Design serial_word_deser, sky130hd; sources not shown.
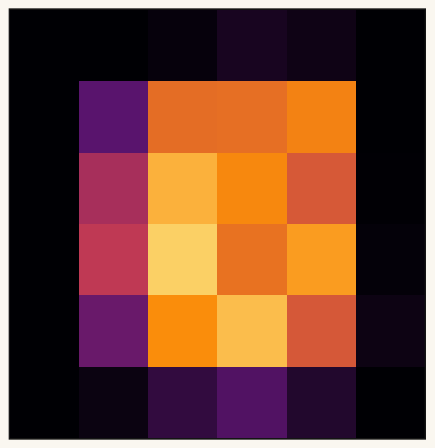
(images/util_map.png)
The die is cut into 6 by 6 equal tiles; black is low, pale yellow is high, 0 to 100% covered.
tiles over 75% full: 14%
densest ninth of the die: middle
emptiest ninth of the die: top left
nearly empty tiles: 36%
fin util: 58.82%
Starting Density: 41.41%

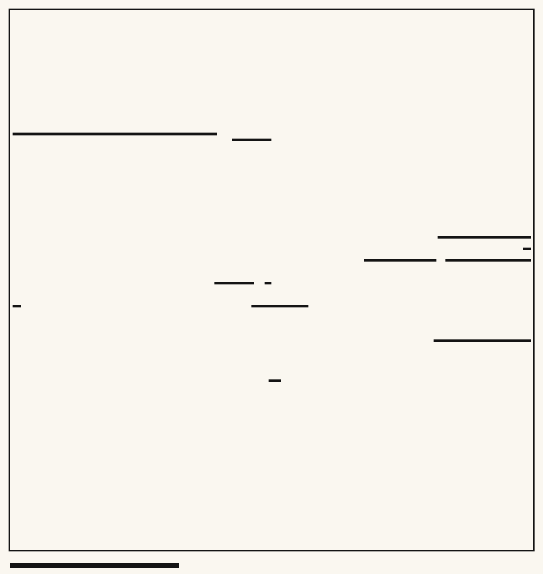
(images/m3.png)
Bar = 20 microns.
main direction: horizontal
longest straight run: 23.9 microns
nets with wire on the layer: 9
wire length on this layer: 82.0 microns
share of all routed wire: 4.1%
met3 Track Usage GR: 3.000%
Vias: 721
drt total wl: 1993 microns

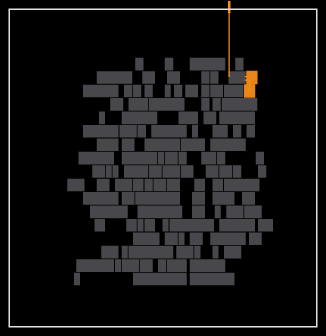
(images/port_trees.png)
| port | colour | bits | direction | end cells | buffers | wire |
|---|---|---|---|---|---|---|
| READY | orange | 1 | input | 2 | 1 | 16.9 microns |
# IOs: 16
port buffer count: 14

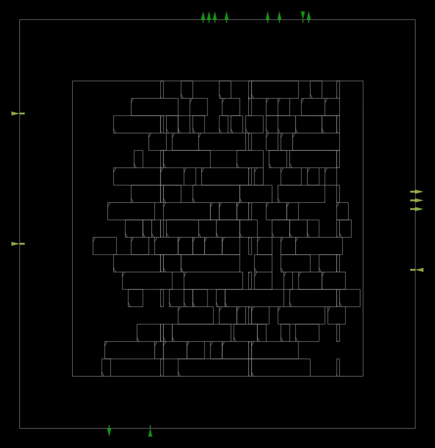
(images/placed.png)
placeable core area: 2106 sq um
flop count: 20

==> flow_summary.json <==
{
  "violations": "negative setup slack",
  "root_buffer": "clkbuf_4",
  "cts-hold-fix-buffers": 0,
  "slowest_stage": "dfxtp_2",
  "dr_wl_met3_microns": 81,
  "wire_per_inst_microns": 13.65,
  "warning_count": 32,
  "maxSlewViolCount": 0,
  "status": "finished, violations left",
  "grt_overflow": 0,
  "cp_max_fo": 3,
  "grt_max_degree": 14,
  "grtUsageMet1_pct": 12.86,
  "ff_type": "dfxtp_1",
  "seqPwrFrac_pct": 49.2,
  "timing.final.ws_setup_ps": -48.74,
  "nNonClkBuffers": 28,
  "clock_power_uw": 521,
  "synth.distinct_cells": 20,
  "clockPowerShare_pct": 40.6,
  "die.size.y_microns": 64,
  "die_width_microns": 62,
  "setup_viol": 2,
  "inv_count": 3,
  "yosys_warnings": 0,
  "routabilityCongestion": 0.7768,
  "comb_share_pct": 42.12
}
